File: config.mk
export PLATFORM = sky130hd
export DESIGN_NAME = cw_sample_dump
export DESIGN_NICKNAME = d
export VERILOG_FILES = /design/src/rtl/cw_sample_dump.sv
export SDC_FILE = /design/constraint.sdc
export NUM_CORES = 1
export LEC_CHECK = 0
export CORE_MARGIN = 2
export CORE_UTILIZATION = 35
export DETAILED_ROUTE_END_ITERATION = 16
export PLACE_DENSITY = 0.62
export SYNTH_ARGS = -nofsm -noshare
export SYNTH_HDL_FRONTEND = slang
export SYNTH_SLANG_ARGS = --single-unit
File: constraint.sdc
create_clock -name clk -period 2.2 [get_ports clk]
set_input_delay 0.33 -clock clk [delete_from_list [all_inputs] [get_ports clk]]
set_output_delay 0.33 -clock clk [all_outputs]
set_load 0.005 [all_outputs]
File: src/rtl/cw_sample_dump.sv
// cw_sample_dump: streams a window of the capture buffer out as bytes.
// A dump is a 4-byte header (A5 5A cnt_hi cnt_lo) followed by cnt samples,
// each sent as NBYTES bytes, most significant byte first. Read pointer wraps
// modulo DEPTH so a window may straddle the end of the circular buffer.
module cw_sample_dump #(
  parameter int DEPTH    = 2048,
  parameter int ADDR_W   = 11,
  parameter int SAMPLE_W = 49,
  parameter int NBYTES   = 7
) (
  input  logic                clk,
  input  logic                rst,
  input  logic                start,
  input  logic [ADDR_W-1:0]   start_addr,
  input  logic [ADDR_W:0]     count,
  output logic                rd_en,
  output logic [ADDR_W-1:0]   rd_addr,
  input  logic [SAMPLE_W-1:0] rd_data,
  output logic [7:0]          tx_data,
  output logic                tx_valid,
  input  logic                tx_ready,
  output logic                tx_last,
  output logic                busy,
  output logic                done
);

  localparam int CNT_W = ADDR_W + 1;
  // Byte index must cover both the 4 header bytes and NBYTES sample bytes.
  localparam int BI_W  = (NBYTES > 4) ? $clog2(NBYTES) : 2;

  localparam logic [CNT_W-1:0]  DEPTH_C  = CNT_W'(DEPTH);
  localparam logic [CNT_W-1:0]  CNT_ZERO = {CNT_W{1'b0}};
  localparam logic [CNT_W-1:0]  CNT_ONE  = CNT_W'(1);
  localparam logic [ADDR_W-1:0] PTR_MAX  = ADDR_W'(DEPTH - 1);
  localparam logic [ADDR_W-1:0] PTR_ZERO = {ADDR_W{1'b0}};
  localparam logic [BI_W-1:0]   BI_ZERO  = {BI_W{1'b0}};
  localparam logic [BI_W-1:0]   BI_ONE   = BI_W'(1);
  localparam logic [BI_W-1:0]   HDR_LAST = BI_W'(3);
  localparam logic [BI_W-1:0]   SMP_LAST = BI_W'(NBYTES - 1);

  typedef enum logic [2:0] {
    IDLE  = 3'd0,
    HDR   = 3'd1,
    FETCH = 3'd2,
    WAIT  = 3'd3,
    SEND  = 3'd4,
    FIN   = 3'd5
  } state_t;

  // Header byte for a given position; cnt is the clamped count as 12 bits.
  function automatic logic [7:0] hdr_byte(input logic [1:0] idx, input logic [11:0] c);
    logic [7:0] b;
    case (idx)
      2'd0:    b = 8'hA5;
      2'd1:    b = 8'h5A;
      2'd2:    b = {4'h0, c[11:8]};
      2'd3:    b = c[7:0];
      default: b = 8'h00;
    endcase
    return b;
  endfunction

  // Byte idx of a sample, byte 0 being the most significant (zero padded).
  function automatic logic [7:0] sample_byte(input logic [SAMPLE_W-1:0] s,
                                             input logic [BI_W-1:0]     idx);
    logic [NBYTES*8-1:0] padded;
    logic [7:0]          b;
    padded = (NBYTES*8)'(s);
    b      = 8'h00;
    for (int k = 0; k < NBYTES; k++) begin
      b = (idx == BI_W'(k)) ? padded[8*(NBYTES-1-k) +: 8] : b;
    end
    return b;
  endfunction

  state_t                state_r, state_s;
  logic [ADDR_W-1:0]     ptr_r, ptr_s;
  logic [CNT_W-1:0]      rem_r, rem_s;
  logic [CNT_W-1:0]      cnt_r, cnt_s;
  logic [SAMPLE_W-1:0]   hold_r, hold_s;
  logic [BI_W-1:0]       bidx_r, bidx_s;
  logic                  rd_en_r, rd_en_s;
  logic [ADDR_W-1:0]     rd_addr_r, rd_addr_s;
  logic [7:0]            tx_data_r, tx_data_s;
  logic                  tx_valid_r, tx_valid_s;
  logic                  tx_last_r, tx_last_s;
  logic                  busy_r, busy_s;
  logic                  done_r, done_s;

  logic                  xfer_s;
  logic [BI_W-1:0]       bidx_nx_s;
  logic [ADDR_W-1:0]     ptr_nx_s;
  logic [CNT_W-1:0]      count_clamp_s;
  logic [11:0]           hdr_cnt_s;

  assign xfer_s        = tx_valid_r & tx_ready;
  assign bidx_nx_s     = bidx_r + BI_ONE;
  assign ptr_nx_s      = (ptr_r == PTR_MAX) ? PTR_ZERO : (ptr_r + ADDR_W'(1));
  assign count_clamp_s = (count > DEPTH_C) ? DEPTH_C : count;
  assign hdr_cnt_s     = 12'(cnt_r);

  assign rd_en    = rd_en_r;
  assign rd_addr  = rd_addr_r;
  assign tx_data  = tx_data_r;
  assign tx_valid = tx_valid_r;
  assign tx_last  = tx_last_r;
  assign busy     = busy_r;
  assign done     = done_r;

  // Next-state and next-output decode; outputs hold unless a byte moves.
  always_comb begin
    state_s    = state_r;
    ptr_s      = ptr_r;
    rem_s      = rem_r;
    cnt_s      = cnt_r;
    hold_s     = hold_r;
    bidx_s     = bidx_r;
    rd_en_s    = 1'b0;
    rd_addr_s  = rd_addr_r;
    tx_data_s  = tx_data_r;
    tx_valid_s = tx_valid_r;
    tx_last_s  = tx_last_r;
    busy_s     = busy_r;
    done_s     = 1'b0;

    case (state_r)
      IDLE: begin
        if (start) begin
          cnt_s      = count_clamp_s;
          rem_s      = count_clamp_s;
          ptr_s      = start_addr;
          bidx_s     = BI_ZERO;
          tx_data_s  = 8'hA5;
          tx_valid_s = 1'b1;
          tx_last_s  = 1'b0;
          busy_s     = 1'b1;
          state_s    = HDR;
        end else begin
          state_s    = IDLE;
        end
      end

      HDR: begin
        if (xfer_s) begin
          if (bidx_r == HDR_LAST) begin
            tx_valid_s = 1'b0;
            tx_last_s  = 1'b0;
            tx_data_s  = 8'h00;
            if (cnt_r != CNT_ZERO) begin
              rd_en_s   = 1'b1;
              rd_addr_s = ptr_r;
              state_s   = FETCH;
            end else begin
              done_s    = 1'b1;
              busy_s    = 1'b0;
              state_s   = FIN;
            end
          end else begin
            bidx_s    = bidx_nx_s;
            tx_data_s = hdr_byte(bidx_nx_s[1:0], hdr_cnt_s);
            tx_last_s = (bidx_nx_s == HDR_LAST) && (cnt_r == CNT_ZERO);
          end
        end else begin
          state_s = HDR;
        end
      end

      FETCH: begin
        // rd_en was raised on entry; the read data arrives during WAIT.
        state_s = WAIT;
      end

      WAIT: begin
        hold_s     = rd_data;
        ptr_s      = ptr_nx_s;
        rem_s      = rem_r - CNT_ONE;
        bidx_s     = BI_ZERO;
        tx_data_s  = sample_byte(rd_data, BI_ZERO);
        tx_valid_s = 1'b1;
        tx_last_s  = (NBYTES == 1) && (rem_r == CNT_ONE);
        state_s    = SEND;
      end

      SEND: begin
        if (xfer_s) begin
          if (bidx_r == SMP_LAST) begin
            tx_valid_s = 1'b0;
            tx_last_s  = 1'b0;
            tx_data_s  = 8'h00;
            if (rem_r != CNT_ZERO) begin
              rd_en_s   = 1'b1;
              rd_addr_s = ptr_r;
              state_s   = FETCH;
            end else begin
              done_s    = 1'b1;
              busy_s    = 1'b0;
              state_s   = FIN;
            end
          end else begin
            bidx_s    = bidx_nx_s;
            tx_data_s = sample_byte(hold_r, bidx_nx_s);
            tx_last_s = (bidx_nx_s == SMP_LAST) && (rem_r == CNT_ZERO);
          end
        end else begin
          state_s = SEND;
        end
      end

      FIN: begin
        state_s = IDLE;
      end

      default: begin
        tx_valid_s = 1'b0;
        tx_last_s  = 1'b0;
        busy_s     = 1'b0;
        state_s    = IDLE;
      end
    endcase
  end

  // State and output registers; reset aborts any dump in progress.
  always_ff @(posedge clk) begin
    if (rst) begin
      state_r    <= IDLE;
      ptr_r      <= PTR_ZERO;
      rem_r      <= CNT_ZERO;
      cnt_r      <= CNT_ZERO;
      hold_r     <= {SAMPLE_W{1'b0}};
      bidx_r     <= BI_ZERO;
      rd_en_r    <= 1'b0;
      rd_addr_r  <= PTR_ZERO;
      tx_data_r  <= 8'h00;
      tx_valid_r <= 1'b0;
      tx_last_r  <= 1'b0;
      busy_r     <= 1'b0;
      done_r     <= 1'b0;
    end else begin
      state_r    <= state_s;
      ptr_r      <= ptr_s;
      rem_r      <= rem_s;
      cnt_r      <= cnt_s;
      hold_r     <= hold_s;
      bidx_r     <= bidx_s;
      rd_en_r    <= rd_en_s;
      rd_addr_r  <= rd_addr_s;
      tx_data_r  <= tx_data_s;
      tx_valid_r <= tx_valid_s;
      tx_last_r  <= tx_last_s;
      busy_r     <= busy_s;
      done_r     <= done_s;
    end
  end

endmodule

==> impl_summary.log <==
[report] implementation figures
INFO  metric overflow = 0
INFO  metric setup_viol_count_final = 0
INFO  metric yosys_warnings = 0
INFO  metric place.detailed.hpwl = 11600 um
INFO  metric end_kind = register
INFO  metric globalRoute.busiestLayer = met2
INFO  metric synth_async_sr_flop_share = 0%
INFO  metric intPower = 4.57 mW
INFO  metric tritoncts = yes
INFO  metric layout-drive-gt1-share = 9.99%
INFO  metric finalCoreUtilization = 48.1%
INFO  metric layout.filler_cells = 1615
INFO  metric post_synth_tally_of_flip_flops_with_integrated_enable = 0
INFO  metric post_synthesis_share_of_cell_area_spent_on_and_or_and_or_and_gates = 24.8%
INFO  metric max_reg_flops = 49
INFO  metric area.sequential = 2280 um^2
INFO  metric report.final.slew_viol_count = 0
INFO  metric wl_met1 = 7730 um
INFO  metric power_leader = the clock network
INFO  metric wl_met2 = 7290 um
INFO  metric post_cts_resized = 0
INFO  metric synth_top_area_share = 40.7%
INFO  metric reg2reg_slack = 110 ps
INFO  metric ys_seq_elements = 114
INFO  metric cts_max_path_buffers = 2
INFO  metric r2r.worst_path.cells = 7
INFO  metric power.share.switching = 24.4%
INFO  metric synth.area.mux_share = 2.94%
INFO  metric outcome = finished, final reports clean
INFO  metric final-hold-violation-count = 0
INFO  metric finalCriticalPeriod = 2090 ps
INFO  metric routed_wl_met3 = 752 um
INFO  metric log.warning_count = 30
INFO  metric timing.clock.skew = 11.4 ps
INFO  metric fin_nets = 902
INFO  metric clock-root-buffer = sky130_fd_sc_hd__clkbuf_16
INFO  metric design.die.area = 17100 um^2
INFO  metric timing.final.crit_share = 95.0%
INFO  metric timing.critical_path.fanout_max = 16
[worst max-delay path: stages, from the launching register on]
cell and delay, ps:
sky130_fd_sc_hd__dfxtp_1 410, sky130_fd_sc_hd__inv_1 100, sky130_fd_sc_hd__ha_1 340, sky130_fd_sc_hd__buf_12 210, sky130_fd_sc_hd__o211ai_1 170, sky130_fd_sc_hd__o211ai_1 130
sky130_fd_sc_hd__a2111oi_1 510, sky130_fd_sc_hd__a211o_1 160
[kinds of logic after synthesis]
family / Yosys count
AND-OR/OR-AND: 215
XOR/XNOR: 2
adder cells (fa/ha/maj): 8
buffers and inverters: 64
flip-flops: 114
multiplexers: 16
AND/OR/NAND/NOR: 296
[cell type report]
type / count / share of cell area, %
multi-input combinational: 537 / 40.2
timing repair buffer: 133 / 17.1
clock buffer: 22 / 6.25
clock inverter: 10 / 2.05
sequential: 114 / 30.1
inverter: 15 / 0.743
tap: 216 / 3.56
[Yosys cell counts, types with 3 or more instances]
cell / instances
sky130_fd_sc_hd__nand2_1: 157
sky130_fd_sc_hd__dfxtp_1: 114
sky130_fd_sc_hd__a21oi_1: 92
sky130_fd_sc_hd__nor2_1: 46
sky130_fd_sc_hd__clkbuf_1: 28
sky130_fd_sc_hd__o21ai_0: 24
sky130_fd_sc_hd__nand3_1: 17
sky130_fd_sc_hd__a31oi_1: 15
sky130_fd_sc_hd__inv_1: 14
sky130_fd_sc_hd__mux2i_1: 12
sky130_fd_sc_hd__nor3_1: 11
sky130_fd_sc_hd__buf_2: 9
sky130_fd_sc_hd__nor4_1: 9
sky130_fd_sc_hd__o211ai_1: 9
sky130_fd_sc_hd__a22oi_1: 8
sky130_fd_sc_hd__and3_1: 8
sky130_fd_sc_hd__ha_1: 8
sky130_fd_sc_hd__buf_1: 7
sky130_fd_sc_hd__nand2b_1: 6
sky130_fd_sc_hd__a211oi_1: 5
sky130_fd_sc_hd__a221oi_1: 5
sky130_fd_sc_hd__nor2b_1: 5
sky130_fd_sc_hd__nor3b_1: 5
sky130_fd_sc_hd__o21a_1: 5
sky130_fd_sc_hd__or3_1: 5
sky130_fd_sc_hd__a21o_1: 4
sky130_fd_sc_hd__a311oi_1: 4
sky130_fd_sc_hd__a32oi_1: 4
sky130_fd_sc_hd__buf_6: 4
sky130_fd_sc_hd__nand4_1: 4
sky130_fd_sc_hd__a2111oi_0: 3
sky130_fd_sc_hd__a211o_1: 3
sky130_fd_sc_hd__a221o_1: 3
sky130_fd_sc_hd__a22o_1: 3
sky130_fd_sc_hd__mux2_2: 3
sky130_fd_sc_hd__nand3b_1: 3
sky130_fd_sc_hd__or3b_1: 3
sky130_fd_sc_hd__or4_1: 3
[per-stage QoR]
| step | setup slack, ps | hold WS (ps) | area [um^2] | instances |
|---|---|---|---|---|
| 4_1_cts | 84.4 | 348 | 7580 | 1047 |
| 2_1_floorplan | 296 | 431 | 5610 | 715 |
| 5_1_grt | 9.85 | 400 | 7580 | 1047 |
| 6_report | 110 | 363 | 7580 | 1047 |
| 3_3_place_gp | 56.7 | 438 | 6950 | 1015 |
| 3_5_place_dp | 46.3 | 444 | 6950 | 1015 |
closeup.png
Region (50, 50) to (80, 80) um. Cells in gray, sequential cells in the stronger gray; small squares are vias.
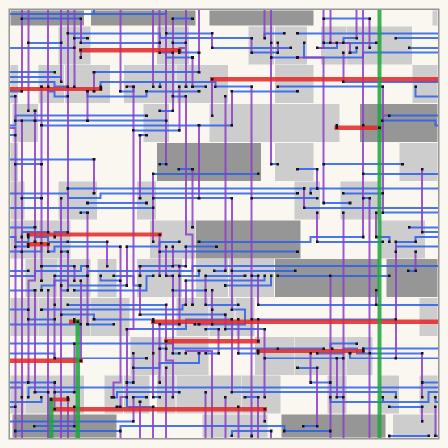
| layer | color |
|---|---|
| M2 | purple |
| M3 | red |
| M4 | green |
| M1 | blue |
cells with their middle in the window: 61
sequential cells in the window: 6
most frequent: nor2_1 (7)
netlist names of flops here include: tx_data (4)

gates.png
Scale: 3 px per um.
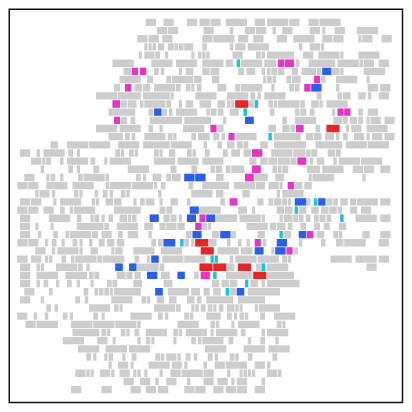
| family | color | cells | most used |
|---|---|---|---|
| fa/ha/maj cells | red | 8 | ha_1 |
| and/or cells | magenta | 26 | and3_1 |
| inv cells | cyan | 15 | inv_1 |
| non-inverting ao/oa cells | blue | 26 | o21a_1 |
most frequent logic cell in the layout: sky130_fd_sc_hd__nand2_1
fraction of standard cell area in multi-input logic: 40.2%
Cell Count, Final, Fillers Out: 1047

layers.png
Scale: 3 px per um. Two of the layers only.
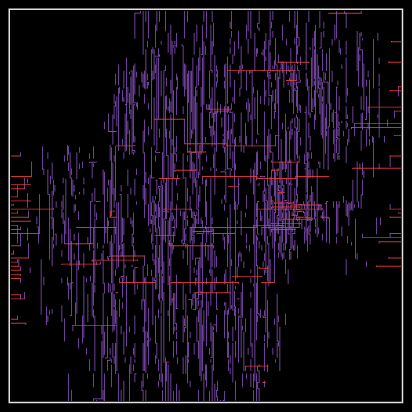
| layer | color | wire length |
|---|---|---|
| M2 | purple | 7290 um |
| M3 | red | 753 um |
via count: 5508
total wire length after detailed routing: 16100 um
wire length per cell: 15.4 um

Power is estimated from default activity; no workload was simulated.
